clocks.png
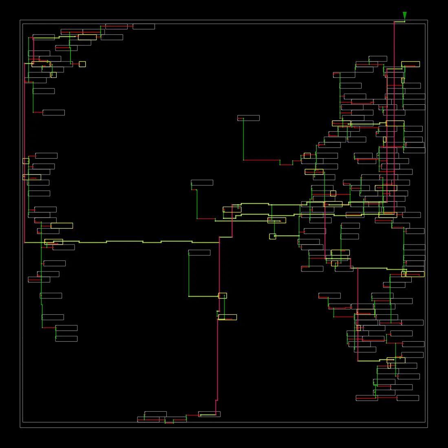
wires.png
(3 px per um) Only two layers are drawn.
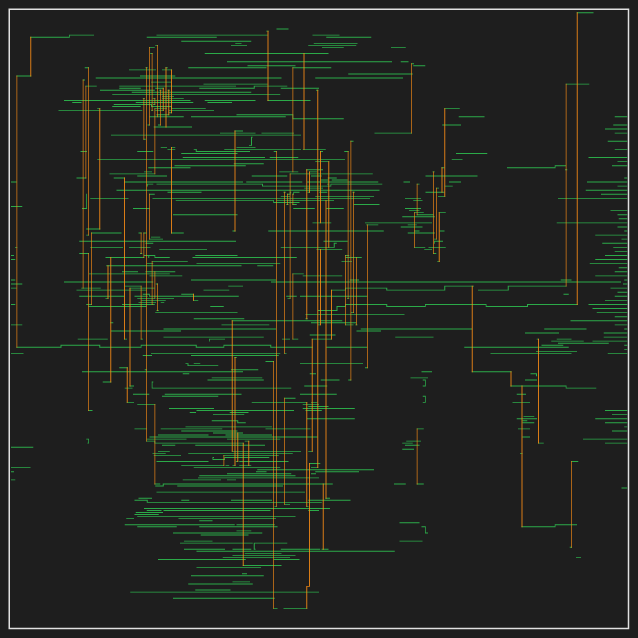
`src/rtl/fp_pkg.sv`:
```
// fp_pkg -- shared IEEE-754 single-precision constants and types used by the
// twiddle multiplier, the float adder and the butterfly top.
//   EXP_W / MAN_W : exponent and stored-mantissa field widths
//   FP_BIAS       : exponent bias
//   FP_EXP_MAX    : all-ones exponent (inf/NaN)
//   FP_QNAN       : canonical quiet NaN returned for 0 * inf
//   fp_flags_t    : result sign plus operand-class flags carried down the pipe
package fp_pkg;

   localparam int EXP_W   = 8;
   localparam int MAN_W   = 23;
   localparam int FP_BIAS = 127;

   localparam logic [EXP_W-1:0] FP_EXP_MAX = 8'hFF;
   localparam logic [31:0]      FP_QNAN    = 32'h7FC0_0000;

   typedef struct packed {
      logic sign;     // sign of the product
      logic zero;     // either operand has exponent 0 (denormals count as zero)
      logic special;  // either operand has exponent 255 (inf or NaN)
   } fp_flags_t;

endpackage

```
`src/rtl/fp_norm_pack.sv`:
```
// fp_norm_pack -- combinational normalize/pack of a 24x24 mantissa product.
// Truncates (no rounding) and flushes underflow to +0.
//   p     : 48-bit unsigned mantissa product (1.x * 1.x, so p[47:46] != 0)
//   e     : biased result exponent before normalization, signed 10-bit
//   flags : result sign and operand-class flags
//   word  : packed IEEE-754 single result
module fp_norm_pack
   import fp_pkg::*;
(
   input  logic [47:0]       p,
   input  logic signed [9:0] e,
   input  fp_flags_t         flags,
   output logic [31:0]       word
);

   logic signed [9:0]  e_adj;
   logic [MAN_W-1:0]   mant;
   logic               unused_low;

   // Bits below the truncation point never influence the result.
   assign unused_low = ^p[22:0];

   // Resolve class flags first, then saturate the exponent range.
   function automatic logic [31:0] sat_pack(input fp_flags_t f,
                                            input logic signed [9:0] ex,
                                            input logic [MAN_W-1:0] m);
      logic [31:0] r;
      if (f.zero && f.special)
         r = FP_QNAN;
      else if (f.special)
         r = {f.sign, FP_EXP_MAX, {MAN_W{1'b0}}};
      else if (f.zero)
         r = 32'h0000_0000;
      else if (ex >= 10'sd255)
         r = {f.sign, FP_EXP_MAX, {MAN_W{1'b0}}};
      else if (ex <= 10'sd0)
         r = 32'h0000_0000;
      else
         r = {f.sign, ex[EXP_W-1:0], m};
      return r;
   endfunction

   // Product of two [1,2) mantissas lies in [1,4): at most one right shift.
   always_comb begin
      e_adj = e;
      mant  = p[45:23];
      if (p[47]) begin
         e_adj = e + 10'sd1;
         mant  = p[46:24];
      end
   end

   assign word = sat_pack(flags, e_adj, mant);

endmodule

```
`src/rtl/fmul_pipe.sv`:
```
// fmul_pipe -- three-stage pipelined IEEE-754 single multiplier (B * W) for the
// FFT twiddle path, with a valid/ready handshake and a pass-through tag.
// All stages advance together when the output is free or being consumed.
//   clk, rst_n            : clock, asynchronous active-low reset
//   in_valid / in_ready   : operand handshake (in_ready = pipeline advance)
//   a, b, in_tag          : operands and side-band tag
//   out_valid / out_ready : result handshake
//   product, out_tag      : result and its tag
module fmul_pipe
   import fp_pkg::*;
#(
   parameter int TAG_W = 4
) (
   input  logic             clk,
   input  logic             rst_n,
   input  logic             in_valid,
   output logic             in_ready,
   input  logic [31:0]      a,
   input  logic [31:0]      b,
   input  logic [TAG_W-1:0] in_tag,
   output logic             out_valid,
   input  logic             out_ready,
   output logic [31:0]      product,
   output logic [TAG_W-1:0] out_tag
);

   logic adv;

   logic                vld_p0, vld_p1, vld_p2;

   logic [EXP_W-1:0]    ea_p0, eb_p0;
   logic [MAN_W:0]      ma_p0, mb_p0;
   fp_flags_t           flags_p0;
   logic [TAG_W-1:0]    tag_p0;

   logic [47:0]         p_p1;
   logic signed [9:0]   e_p1;
   fp_flags_t           flags_p1;
   logic [TAG_W-1:0]    tag_p1;

   logic [31:0]         word_p1;
   logic [31:0]         product_p2;
   logic [TAG_W-1:0]    tag_p2;

   logic                a_zero, b_zero, a_spec, b_spec;

   // Bubbles are kept: the whole pipe moves whenever the output slot frees.
   assign adv      = out_ready | ~vld_p2;
   assign in_ready = adv;

   assign a_zero = (a[30:23] == '0);
   assign b_zero = (b[30:23] == '0);
   assign a_spec = (a[30:23] == FP_EXP_MAX);
   assign b_spec = (b[30:23] == FP_EXP_MAX);

   always_ff @(posedge clk or negedge rst_n) begin
      if (!rst_n) begin
         vld_p0 <= 1'b0;
         vld_p1 <= 1'b0;
         vld_p2 <= 1'b0;
      end else if (adv) begin
         vld_p0 <= in_valid;
         vld_p1 <= vld_p0;
         vld_p2 <= vld_p1;
      end
   end

   always_ff @(posedge clk) begin
      if (adv) begin
         // S1: operand fields and class flags
         ea_p0    <= a[30:23];
         eb_p0    <= b[30:23];
         ma_p0    <= {1'b1, a[22:0]};
         mb_p0    <= {1'b1, b[22:0]};
         flags_p0 <= '{sign:    a[31] ^ b[31],
                       zero:    a_zero | b_zero,
                       special: a_spec | b_spec};
         tag_p0   <= in_tag;
         // S2: mantissa product and unnormalized biased exponent
         p_p1     <= 48'(ma_p0) * 48'(mb_p0);
         e_p1     <= $signed({2'b00, ea_p0}) + $signed({2'b00, eb_p0})
                     - $signed(10'(FP_BIAS));
         flags_p1 <= flags_p0;
         tag_p1   <= tag_p0;
      end
   end

   fp_norm_pack u_norm_pack (
      .p     (p_p1),
      .e     (e_p1),
      .flags (flags_p1),
      .word  (word_p1)
   );

   // S3: packed result register, cleared so nothing stale is visible after reset
   always_ff @(posedge clk or negedge rst_n) begin
      if (!rst_n) begin
         product_p2 <= '0;
         tag_p2     <= '0;
      end else if (adv) begin
         product_p2 <= word_p1;
         tag_p2     <= tag_p1;
      end
   end

   assign out_valid = vld_p2;
   assign product   = product_p2;
   assign out_tag   = tag_p2;

endmodule
```
`config.mk`:
```
export PLATFORM = sky130hd
export DESIGN_NAME = fmul_pipe
export DESIGN_NICKNAME = d
export VERILOG_FILES = /design/src/rtl/fp_pkg.sv /design/src/rtl/fp_norm_pack.sv /design/src/rtl/fmul_pipe.sv
export SDC_FILE = /design/constraint.sdc
export NUM_CORES = 2
export LEC_CHECK = 0
export ABC_AREA = 0
export ABC_CLOCK_PERIOD_IN_PS = 7500
export CORE_UTILIZATION = 60
export DETAILED_ROUTE_END_ITERATION = 12
export GPL_ROUTABILITY_DRIVEN = 0
export PLACE_DENSITY = 0.77
export REMOVE_ABC_BUFFERS = 1
export SYNTH_ARGS = -nofsm -noshare
export SYNTH_HDL_FRONTEND = slang
export SYNTH_HIERARCHICAL = 1
export SYNTH_SLANG_ARGS = --single-unit
```
`constraint.sdc`:
```
create_clock -name clk -period 7.5 [get_ports clk]
set_clock_uncertainty 0.2 [all_clocks]
set_input_delay 0.75 -clock clk [delete_from_list [all_inputs] [get_ports clk]]
set_output_delay 0.75 -clock clk [all_outputs]
set_load 0.05 [all_outputs]
```
==> run notes <==
State of the implementation.

- The length of the first detailed-routing pass in iterations is 5, for reference.
- Fill cells in the final layout number 3054.
- The count of input and output buffers is ~110, for reference.
- The number of hold violations in the final report is 0, for reference.
- Checking max transition, the worst relative margin is 34.1%.
- The synthesis warning total is 6, for reference.
- The clock edge transition at the registers on the reported setup and hold paths is 0.07 ns, for reference.
- The post-synthesis instance area is 25000 um^2, for reference.
- The floorplan has 74 rows.
- On the critical path the largest part of the delay comes from adder cells.
- The worst register-to-register path begins at mb_p0[0]$_DFFE_PP_.
- The OpenROAD report gives the critical path a required time of 7.58 ns.
- The slew of the pin with the lowest slew margin is ~0.99 ns, for reference.
- The detailed placer's ending HPWL is 52.3 mm, for reference.
- For the worst setup path, the data arrival time is 7.41 ns.
- The via count of the first global-routing pass is 18600.
- According to the finish report, the design has a final net count of 3390.
- Per the detail_route log, met3 wirelength is 6.53 mm.
- The most common library cell in the layout ignoring fill and taps is inv_1, for reference.
- The cts-stage hold buffer count is 0, for reference.
- The number of buffers on the longest clock path is 2, for reference.
- The total I/O pin count is 110, for reference.
- Once detail routing completed, the nets flagged for antenna violations numbered 0.
- Summed over all nets, wire length on met2 after detailed routing comes to 29.0 mm.
- The count of clock tree sinks is roughly 150, for reference.
- The worst setup path is captured at a register.
- The critical path launch point type is a register, for reference.
- The run finished with clean final reports.
- Summing all placed instances gives a cell area of around 27000 um^2.
- The first-pass GRT wire length is 99.0 mm, for reference.
- The share of the cycle needed by the critical path after routing is 97.8%, for reference.
- The buffers plus inverters on the worst setup path is 5, for reference.
- The number of antenna violations at the first check in global routing is 0, for reference.
- The critical-path maximum fanout is 8, for reference.
- The post-synthesis cell count is about 2500, for reference.
- The floorplan core area is 40900 um^2, for reference.
- The average via count per standard cell is 5.60, for reference.
Notes on clocks.png above:
count of clock buffers in the final design: 18
clk_lat worst skew: 0.48 ns

Notes on wires.png above:
| layer | color | wire length |
|---|---|---|
| metal 3 | green | 6530 um |
| metal 4 | orange | 2830 um |
WL per Instance: 19.7 um
global routing usage summed across all routing layers: 31.2%
overall via count from detail_route: 17900
Post-Route WL: 63.0 mm

## layout make-up
cell class	instances	area share, %
clock buffers	18	1.54
well taps	532	2.39
inverters	597	8.04
repair buffers	234	7.60
clock inverters	14	0.530
flip-flops and latches	150	15.5
multi-input cells	1646	64.4
diodes	1	0.00898
## registers in the layout, indices dropped and copies added (netlist names), 3 cells and up
register  flops
flags_p1      3
mb_p0        23
eb_p0         8
product      32
out_tag       4
e_p1         10
p_p1         25
ea_p0         8
tag_p1        4
ma_p0        23
tag_p0        4
flags_p0      3
## worst paths after layout
kind / to / slack [ns] / depth (start not counted)
setup / recovery: p_p1[45]$_DFFE_PP_ / 0.17 / 22
hold / removal: out_tag[1]$_DFFE_PN0P_ / 0.19 / 1
setup reg to reg: p_p1[45]$_DFFE_PP_ / 0.17 / 22
hold reg to reg: flags_p1[1]$_DFFE_PP_ / 0.22 / 0
max in group asynchronous: product[0]$_DFFE_PN0P_ / 6.37 / 1
min in group clk: flags_p1[1]$_DFFE_PP_ / 0.22 / 0
## repair_timing
item                                   CTS  global route
endpoints found under the hold margin    0             0
setup buffers                            0            26
gates resized                            0            12
setup endpoints to repair                0            14
## metal layers
metal,vias to the layer above,track usage (%)
li1,7872,-
met1,8865,40.9
met2,939,49.4
met3,186,7.76
met4,0,13.9
met5,-,0
## worst reg2reg max path, cell delays in order (launching register included)
cell	delay, ns
edfxtp_1	0.53
buf_4	0.23
and2_1	0.15
fa_1	0.52
fa_1	0.61
inv_1	0.08
fa_1	0.53
inv_1	0.06
fa_1	0.46
fa_1	0.50
fa_1	0.55
inv_1	0.05
fa_1	0.47
inv_1	0.04
ha_1	0.30
and3_4	0.21
and3b_1	0.19
a2111oi_4	0.38
a31oi_1	0.18
nor2_2	0.21
o221ai_2	0.18
a311o_1	0.39
o311ai_1	0.10
